--- config.mk ---
export PLATFORM = sky130hd
export DESIGN_NAME = mmio_port_hub
export DESIGN_NICKNAME = d
export VERILOG_FILES = /design/src/rtl/mmio_port_hub.sv
export SDC_FILE = /design/constraint.sdc
export NUM_CORES = 1
export LEC_CHECK = 0
export ABC_AREA = 1
export CORE_ASPECT_RATIO = 0.7
export CORE_MARGIN = 2
export CORE_UTILIZATION = 54
export CTS_CLUSTER_DIAMETER = 150
export CTS_CLUSTER_SIZE = 28
export DETAILED_ROUTE_END_ITERATION = 8
export PLACE_DENSITY = 0.85
export RECOVER_POWER = 25
export SYNTH_ARGS = -nofsm -noshare
export SYNTH_HDL_FRONTEND = slang
export SYNTH_SLANG_ARGS = --single-unit
export TNS_END_PERCENT = 100
--- constraint.sdc ---
create_clock -name clk -period 21.3 [get_ports clk]
set_input_delay 6.39 -clock clk [delete_from_list [all_inputs] [get_ports clk]]
set_output_delay 6.39 -clock clk [all_outputs]
set_load 0.02 [all_outputs]
--- src/rtl/mmio_port_hub.sv ---
// Memory-mapped I/O hub: bus words map onto PORT_COUNT ports of WORDS_PER_PORT words each, plus
// one STATUS word. Writes are staged and committed per port; device input is captured with sticky pending.
module mmio_port_hub #(
   parameter int unsigned DATA_W         = 16,
   parameter int unsigned ADDR_W         = 16,
   parameter int unsigned PORT_COUNT     = 4,
   parameter int unsigned WORDS_PER_PORT = 2
) (
   input  logic                                          clk,
   input  logic                                          rst,
   input  logic                                          bus_read,
   input  logic                                          bus_write,
   input  logic [ADDR_W-1:0]                             bus_addr,
   input  logic [DATA_W-1:0]                             bus_d_in,
   output logic [DATA_W-1:0]                             bus_d_out,
   output logic                                          bus_rd_valid,
   output logic                                          bus_err,
   input  logic [PORT_COUNT*WORDS_PER_PORT*DATA_W-1:0]   port_d_in,
   input  logic [PORT_COUNT-1:0]                         port_d_in_valid,
   output logic [PORT_COUNT*WORDS_PER_PORT*DATA_W-1:0]   port_d_out,
   output logic [PORT_COUNT-1:0]                         port_inform_write,
   output logic [PORT_COUNT-1:0]                         port_inform_read
);

   localparam int unsigned NUM_WORDS = PORT_COUNT * WORDS_PER_PORT;

   typedef logic [NUM_WORDS-1:0][DATA_W-1:0] words_t;

   words_t                din_words;
   words_t                staging_q, staging_d;
   words_t                capture_q, capture_d;
   words_t                out_q, out_d;
   logic [PORT_COUNT-1:0] pending_q, pending_d;
   logic [PORT_COUNT-1:0] inform_write_q, inform_write_d;
   logic [PORT_COUNT-1:0] inform_read_q, inform_read_d;
   logic [PORT_COUNT-1:0] clear;
   logic [DATA_W-1:0]     d_out_q, d_out_d;
   logic [DATA_W-1:0]     rd_data;
   logic                  rd_valid_q;
   logic                  err_q, err_d;
   logic                  rd_en;
   logic [NUM_WORDS-1:0]  addr_hit;
   logic                  status_hit;
   logic                  addr_ok;

   assign din_words = port_d_in;

   // Address decode; a simultaneous write takes priority and drops the read.
   always_comb begin
      for (int unsigned i = 0; i < NUM_WORDS; i++) begin
         addr_hit[i] = (bus_addr == ADDR_W'(i));
      end
      status_hit = (bus_addr == ADDR_W'(NUM_WORDS));
      addr_ok    = (|addr_hit) | status_hit;
      rd_en      = bus_read & ~bus_write;
      err_d      = (bus_read & bus_write) | ((bus_read | bus_write) & ~addr_ok);
   end

   // Staging and atomic commit on the port's last word
   always_comb begin
      staging_d      = staging_q;
      out_d          = out_q;
      inform_write_d = '0;
      for (int unsigned i = 0; i < NUM_WORDS; i++) begin
         if (bus_write && addr_hit[i]) begin
            staging_d[i] = bus_d_in;
         end
      end
      for (int unsigned p = 0; p < PORT_COUNT; p++) begin
         if (bus_write && addr_hit[p*WORDS_PER_PORT + WORDS_PER_PORT - 1]) begin
            inform_write_d[p] = 1'b1;
            for (int unsigned w = 0; w < WORDS_PER_PORT; w++) begin
               out_d[p*WORDS_PER_PORT + w] = staging_d[p*WORDS_PER_PORT + w];
            end
         end
      end
   end

   // Read data, capture and pending; a capture overrides any clear in the same cycle
   always_comb begin
      rd_data = '0;
      for (int unsigned i = 0; i < NUM_WORDS; i++) begin
         if (addr_hit[i]) begin
            rd_data = capture_q[i];
         end
      end
      if (status_hit) begin
         rd_data[PORT_COUNT-1:0] = pending_q;
      end

      for (int unsigned p = 0; p < PORT_COUNT; p++) begin
         inform_read_d[p] = rd_en & addr_hit[p*WORDS_PER_PORT];
      end
      clear = inform_read_d;
      if (bus_write && status_hit) begin
         clear = clear | bus_d_in[PORT_COUNT-1:0];
      end

      capture_d = capture_q;
      for (int unsigned p = 0; p < PORT_COUNT; p++) begin
         if (port_d_in_valid[p]) begin
            for (int unsigned w = 0; w < WORDS_PER_PORT; w++) begin
               capture_d[p*WORDS_PER_PORT + w] = din_words[p*WORDS_PER_PORT + w];
            end
         end
      end
      pending_d = (pending_q & ~clear) | port_d_in_valid;
      d_out_d   = rd_en ? rd_data : d_out_q;
   end

   always_ff @(posedge clk or posedge rst) begin
      if (rst) begin
         staging_q      <= '0;
         capture_q      <= '0;
         out_q          <= '0;
         pending_q      <= '0;
         inform_write_q <= '0;
         inform_read_q  <= '0;
         d_out_q        <= '0;
         rd_valid_q     <= 1'b0;
         err_q          <= 1'b0;
      end else begin
         staging_q      <= staging_d;
         capture_q      <= capture_d;
         out_q          <= out_d;
         pending_q      <= pending_d;
         inform_write_q <= inform_write_d;
         inform_read_q  <= inform_read_d;
         d_out_q        <= d_out_d;
         rd_valid_q     <= rd_en;
         err_q          <= err_d;
      end
   end

   assign bus_d_out         = d_out_q;
   assign bus_rd_valid      = rd_valid_q;
   assign bus_err           = err_q;
   assign port_d_out        = out_q;
   assign port_inform_write = inform_write_q;
   assign port_inform_read  = inform_read_q;

endmodule

==> results.txt, run 1 <==
number of vias per cell after detailed routing: 5.35
count of final max-slew check failures: 274
RSZ-0062 raised after global routing: no
library cell occupying the most area in the post-synthesis netlist: sky130_fd_sc_hd__dfrtp_1
Post-Syn Area: 14400 µm²
fraction of final layout cells with drive strength greater than 1: 4.24%
area reported by Yosys stat: 14400 µm²
R2R setup slack: 19.84 ns
violations in the final reports: capacitance limit, slew limit
ratio of total power to cell area: 62.8 nW/µm²
max_slew headroom: -332%
number of max-capacitance violations reported: 4
Detailed Routing Iterations Pass 1: 5
Critical Path AT: 10.67 ns
final std cells w/o fill: 2296
via total after detailed routing: 12300
Post-Route Hold Slack: 0.480 ns
Cell Type Count: 30
beginning of the worst hold path: staging_q[102]
mean instance size in the synthesized netlist: 8.59 µm²
final hold violation count: 0
core outline area: 25900 µm²
routed wire length: 41200 µm
most numerous cell types in the synthesized netlist: sky130_fd_sc_hd__nand2_1 (844), sky130_fd_sc_hd__dfrtp_1 (350), sky130_fd_sc_hd__inv_1 (81)
clock tree root buffer cell: sky130_fd_sc_hd__clkbuf_16
deepest clock path buffer count: 3
number of flops mapped to enable cells by yosys: 0
slowest cell delay on critical path: 3.53 ns
row count: 49
placer congestion estimate: 0.959
Post-CTS Hold Fix Bufs: 0
layout overhead on the synthesized area: 26.4%
Critical R2R Launch: capture_q[58]
Fillers: 2034
Worst setup EP type: asynchronous set/reset pin
Reg2Reg Depth: 6
run status: finished, violations left
post-CTS setup repair buffer count: 0
worst-path fanout max: 151
Yosys Warn Count: 0
Reg2Reg Capture Point: bus_d_out[10]
post_cts resized: 0
antenna violations before repair: 4
cell at the slowest stage of the critical path: sky130_fd_sc_hd__clkinvlp_2
Seq share, synth: 61.0%
Core Density at Floorplan: 55.5%
-- run 1: placed cells by master (no fill, tap or decap), types with 20 or more instances in the layout --
master                            instances
sky130_fd_sc_hd__clkdlybuf4s50_1        316
sky130_fd_sc_hd__nand4_1                 29
sky130_fd_sc_hd__dfrtp_1                350
sky130_fd_sc_hd__nor2_1                  55
sky130_fd_sc_hd__nand2_1                844
sky130_fd_sc_hd__o21ai_1                 74
sky130_fd_sc_hd__o21ai_2                 20
sky130_fd_sc_hd__o21ai_0                 39
sky130_fd_sc_hd__inv_1                   80
sky130_fd_sc_hd__nand3_1                 44
-- run 1: power breakdown --
part | total (mW) | leakage [nW] | switching [mW] | internal [mW]
clock network | 0.348 | 0.217 | 0.202 | 0.146
registers | 0.697 | 4.55 | 0.0114 | 0.686
logic | 0.0933 | 4.20 | 0.0541 | 0.0392
-- run 1: area by class of cell --
cell class	instances	area, µm²	share of cell area (%)
Multi-Input combinational cell	1142	4840	26.7
Clock inverter	1	16.3	0.0897
Timing Repair Buffer	333	3280	18.1
Sequential cell	350	8760	48.3
Clock buffer	17	425	2.35
Tap cell	357	447	2.46
Antenna cell	3	7.51	0.0414
Inverter	93	350	1.93
-- run 1: cell families (layout without fill, tap and decap cells) --
| logic type | Yosys count | in the layout | share of synthesized area, % |
|---|---|---|---|
| flip-flops | 350 | 350 | 61.0 |
| AND/OR/NAND/NOR | 1002 | 1002 | 28.2 |
| other | 0 | 3 | 0 |
| AND-OR/OR-AND | 140 | 140 | 5.52 |
| buffers and inverters | 179 | 444 | 5.24 |
-- run 1: worst max-delay path by stage --
| stage | to | depth (start not counted) | from | slack, ns |
|---|---|---|---|---|
| 2_1_floorplan | bus_d_out[0] | 1 | rst | 5.20 |
| 3_3_place_gp | port_d_out[32] | 8 | bus_addr[3] | 11.76 |
| 3_5_place_dp | port_d_out[32] | 8 | bus_addr[3] | 11.65 |
| 4_1_cts | port_d_out[32] | 8 | bus_addr[3] | 12.15 |
| 5_1_grt | port_d_out[39] | 2 | rst | 8.96 |
| 6_report | staging_q[67] | 2 | rst | 10.05 |
-- run 1: stage by stage --
step / total power, mW / worst slack [ns]
6_report: 1.14 / 10.05
5_1_grt: 1.18 / 8.96
4_1_cts: 1.14 / 12.15
3_5_place_dp: 0.804 / 11.65
3_3_place_gp: 0.801 / 11.76
2_1_floorplan: 0.749 / 5.20
-- run 1: registers in the layout, summed over array words and instances (netlist names), 4 cells and up --
name and count:
staging_q 64, port_d_out 128, port_inform_write 4, capture_q 128, pending_q 4, bus_d_out 16
port_inform_read 4
-- run 1: routing by layer --
metal	up-vias	track usage [%]	part of all wire, %
met5	-	0	0.027
met4	2	8.25	3.0
met3	80	5.37	9.2
met2	564	44.4	44
met1	5938	44.8	44
li1	5694	-	-
run_1/final_congestion.png
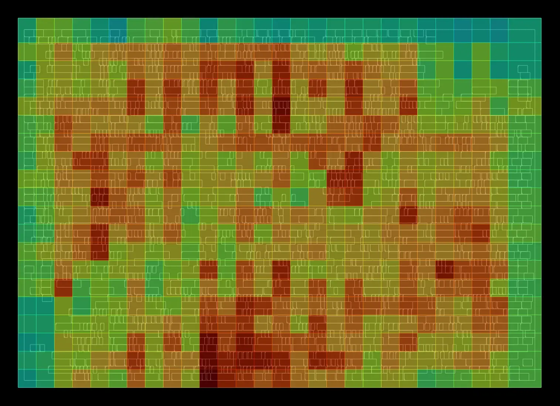
met2 Usage GRT: 44.4%
final core occ: 70.1%
busiest layer in global routing: met1

run_1/registers.png
Other sequential cells in the stronger grey, the rest of the logic in the fainter grey.
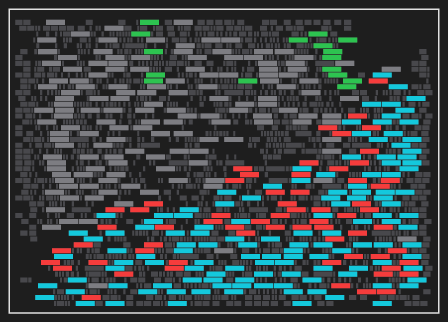
bus_d_out: shown in green, placed flops 16. port_d_out: shown in cyan, placed flops 128. staging_q: shown in red, placed flops 64.
Another 142 sequential cells are not coloured.
sequential power: 0.697 mW
Register Area: 8760 µm²
sequential portion of the cell area: 48.3%

run_1/met1.png
Supply wires on this layer in grey. Cells faint in the background.
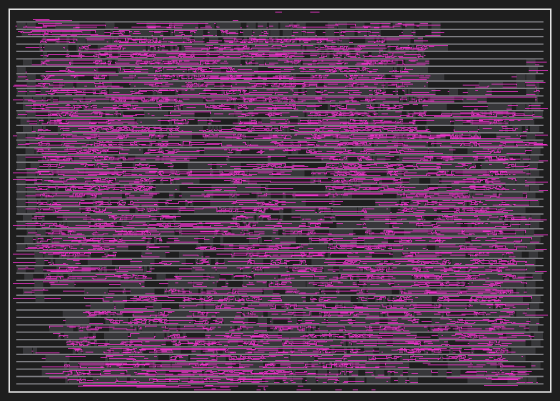
The longest straight run is 70.8 µm. The layer holds 44% of the routed length.

run_1/port_nets.png
Scale bar: 50 µm.
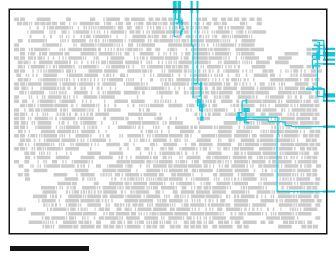
bus_addr: shown in cyan, bits 16, direction input, edge 10 right, 6 top, end cells 18, buffers 16, wire 571 µm.
number of I/O port buffers: 321
Boundary Pins: 322

run_1/met2.png
Cells faint in the background.
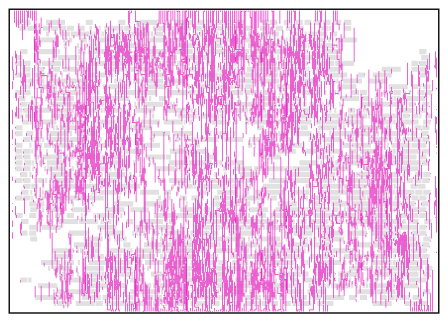

==> run 2: changes to the inputs <==
--- a/config.mk
+++ b/config.mk
@@ -8,11 +8,11 @@
 export ABC_AREA = 1
 export CORE_ASPECT_RATIO = 0.7
 export CORE_MARGIN = 2
-export CORE_UTILIZATION = 54
+export CORE_UTILIZATION = 45
 export CTS_CLUSTER_DIAMETER = 150
 export CTS_CLUSTER_SIZE = 28
 export DETAILED_ROUTE_END_ITERATION = 8
-export PLACE_DENSITY = 0.85
+export PLACE_DENSITY = 0.75
 export RECOVER_POWER = 25
 export SYNTH_ARGS = -nofsm -noshare
 export SYNTH_HDL_FRONTEND = slang
==> constraint.sdc (replaced) <==
create_clock -name clk -period 10.31 [get_ports clk]
set_input_delay 3.093 -clock clk [delete_from_list [all_inputs] [get_ports clk]]
set_output_delay 3.093 -clock clk [all_outputs]
set_load 0.02 [all_outputs]
run_2/met2.png
Cells faint in the background.
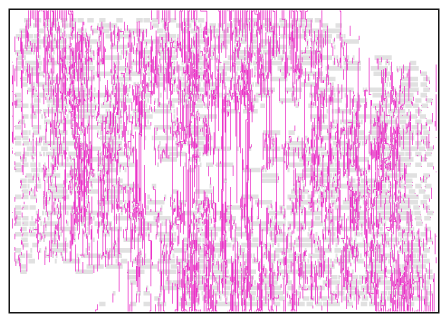
The layer holds 47% of the routed length. The wires run mostly vertical. 1659 nets have wire on it. The layer carries 19400 µm of wire. The longest straight run is 78.9 µm.

run_2/port_nets.png
Scale bar: 50 µm.
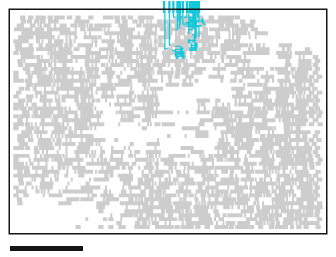
bus_addr: shown in cyan, bits 16, direction input, edge top, end cells 18, buffers 16, wire 369 µm.

run_2/registers.png
Other sequential cells in the stronger grey, the rest of the logic in the fainter grey.
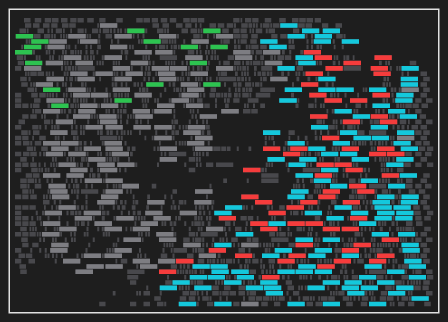
bus_d_out: shown in green, placed flops 16. port_d_out: shown in cyan, placed flops 128. staging_q: shown in red, placed flops 64.
Another 142 sequential cells are not coloured.
final core occ: 58.2%
sequential portion of the cell area: 48.1%

==> results.txt, run 2 <==
post-CTS setup repair buffer count: 0
max_slew headroom: -107%
placer congestion estimate: 0.884
Core Density at Floorplan: 45.9%
met2 Usage GRT: 39.1%
busiest layer in global routing: met2
layout overhead on the synthesized area: 26.9%
Critical Path AT: 6.56 ns
Cell Type Count: 30
routed wire length: 41100 µm
Post-Syn Area: 14400 µm²
post_cts resized: 0
cell-internal power: 1.80 mW
part of the total power dissipated in combinational logic: 8.1%
run status: finished, violations left
violations in the final reports: capacitance limit, slew limit
core outline area: 31300 µm²
count of final max-slew check failures: 182
number of I/O port buffers: 321
most common cell after layout, fill and taps aside: sky130_fd_sc_hd__nand2_1
row count: 54
NetSw: 0.556 mW
power after layout: 2.36 mW
Post-CTS Hold Fix Bufs: 0
ratio of total power to cell area: 129 nW/µm²
clock tree root buffer cell: sky130_fd_sc_hd__clkbuf_16
portion of total power attributed to sequential cells: 61.1%
via total after detailed routing: 11900
antenna violations before repair: 1
most instantiated logic cells after routing: sky130_fd_sc_hd__nand2_1 (844), sky130_fd_sc_hd__dfrtp_1 (350), sky130_fd_sc_hd__clkdlybuf4s50_1 (315)
Worst setup EP type: asynchronous set/reset pin
number of flops mapped to enable cells by yosys: 0
met1 track utilization from global routing: 36.2%
deepest clock path buffer count: 3
mean instance size in the synthesized netlist: 8.59 µm²
number of max-capacitance violations reported: 4
library cell occupying the most area in the post-synthesis netlist: sky130_fd_sc_hd__dfrtp_1
Post-Route Hold Slack: 0.479 ns
Reg2Reg Depth: 8
Seq share, synth: 61.0%
switching portion of total power: 23.6%
number of vias per cell after detailed routing: 5.06
most numerous cell types in the synthesized netlist: sky130_fd_sc_hd__nand2_1 (844), sky130_fd_sc_hd__dfrtp_1 (350), sky130_fd_sc_hd__inv_1 (81)
[run 2: cell counts after synthesis]
Identical to the previous run, type by type.
[run 2: routing by layer]
metal | vias to the layer above | part of all wire [%]
met4 | 0 | 2.1
li1 | 5689 | -
met5 | - | 0
met2 | 399 | 47
met1 | 5781 | 45
met3 | 48 | 5.8
[run 2: stage by stage]
step	utilization (%)	instances	worst slack, ns	cell area, µm²
after floorplan	-	1671	2.53	14400
after global placement	56.9	2337	3.99	17800
after detailed placement	56.9	2337	3.95	17800
after CTS	58.3	2355	4.41	18200
after global routing	58.2	2356	2.90	18200
final	58.2	2356	3.69	18200
[run 2: kinds of logic after synthesis]
kind of cell    share of synthesized area [%]
compound gates                           5.52
flops                                    61.0
simple gates                             28.2
buf+inv                                  5.24
[run 2: power groups by stage]
stage	logic, mW	registers, mW	clock network [mW]
2_1_floorplan	0.0866	1.46	0
3_3_place_gp	0.191	1.46	0
3_5_place_dp	0.194	1.47	0
4_1_cts	0.195	1.44	0.743
5_1_grt	0.213	1.45	0.792
6_report	0.191	1.44	0.725
[run 2: layout make-up]
class,instances,area (µm²)
diodes,1,2.50
clock buffers,17,425
clock inverters,1,16.3
fillers,2764,13100
inverters,93,350
multi-input cells,1142,4840
flip-flops and latches,350,8760
well taps,420,526
repair buffers,332,3290
[run 2: final timing paths]
kind | startpoint | endpoint | slack [ns]
worst max-delay path | rst | capture_q[47] | 3.69
worst min-delay path | staging_q[96] | staging_q[96] | 0.48
worst max register to register | capture_q[16] | bus_d_out[0] | 8.99
worst min register to register | staging_q[96] | staging_q[96] | 0.48
max in group clk | bus_addr[3] | port_d_out[32] | 4.39
min in group asynchronous | rst | capture_q[45] | 3.22
[run 2: worst max-delay path, cell delays in order]
cell	delay (ns)
sky130_fd_sc_hd__dlygate4sd3_1	0.55
sky130_fd_sc_hd__clkinvlp_2	0.64
sky130_fd_sc_hd__clkbuf_1	2.25
Power and IR drop assume default switching activity.
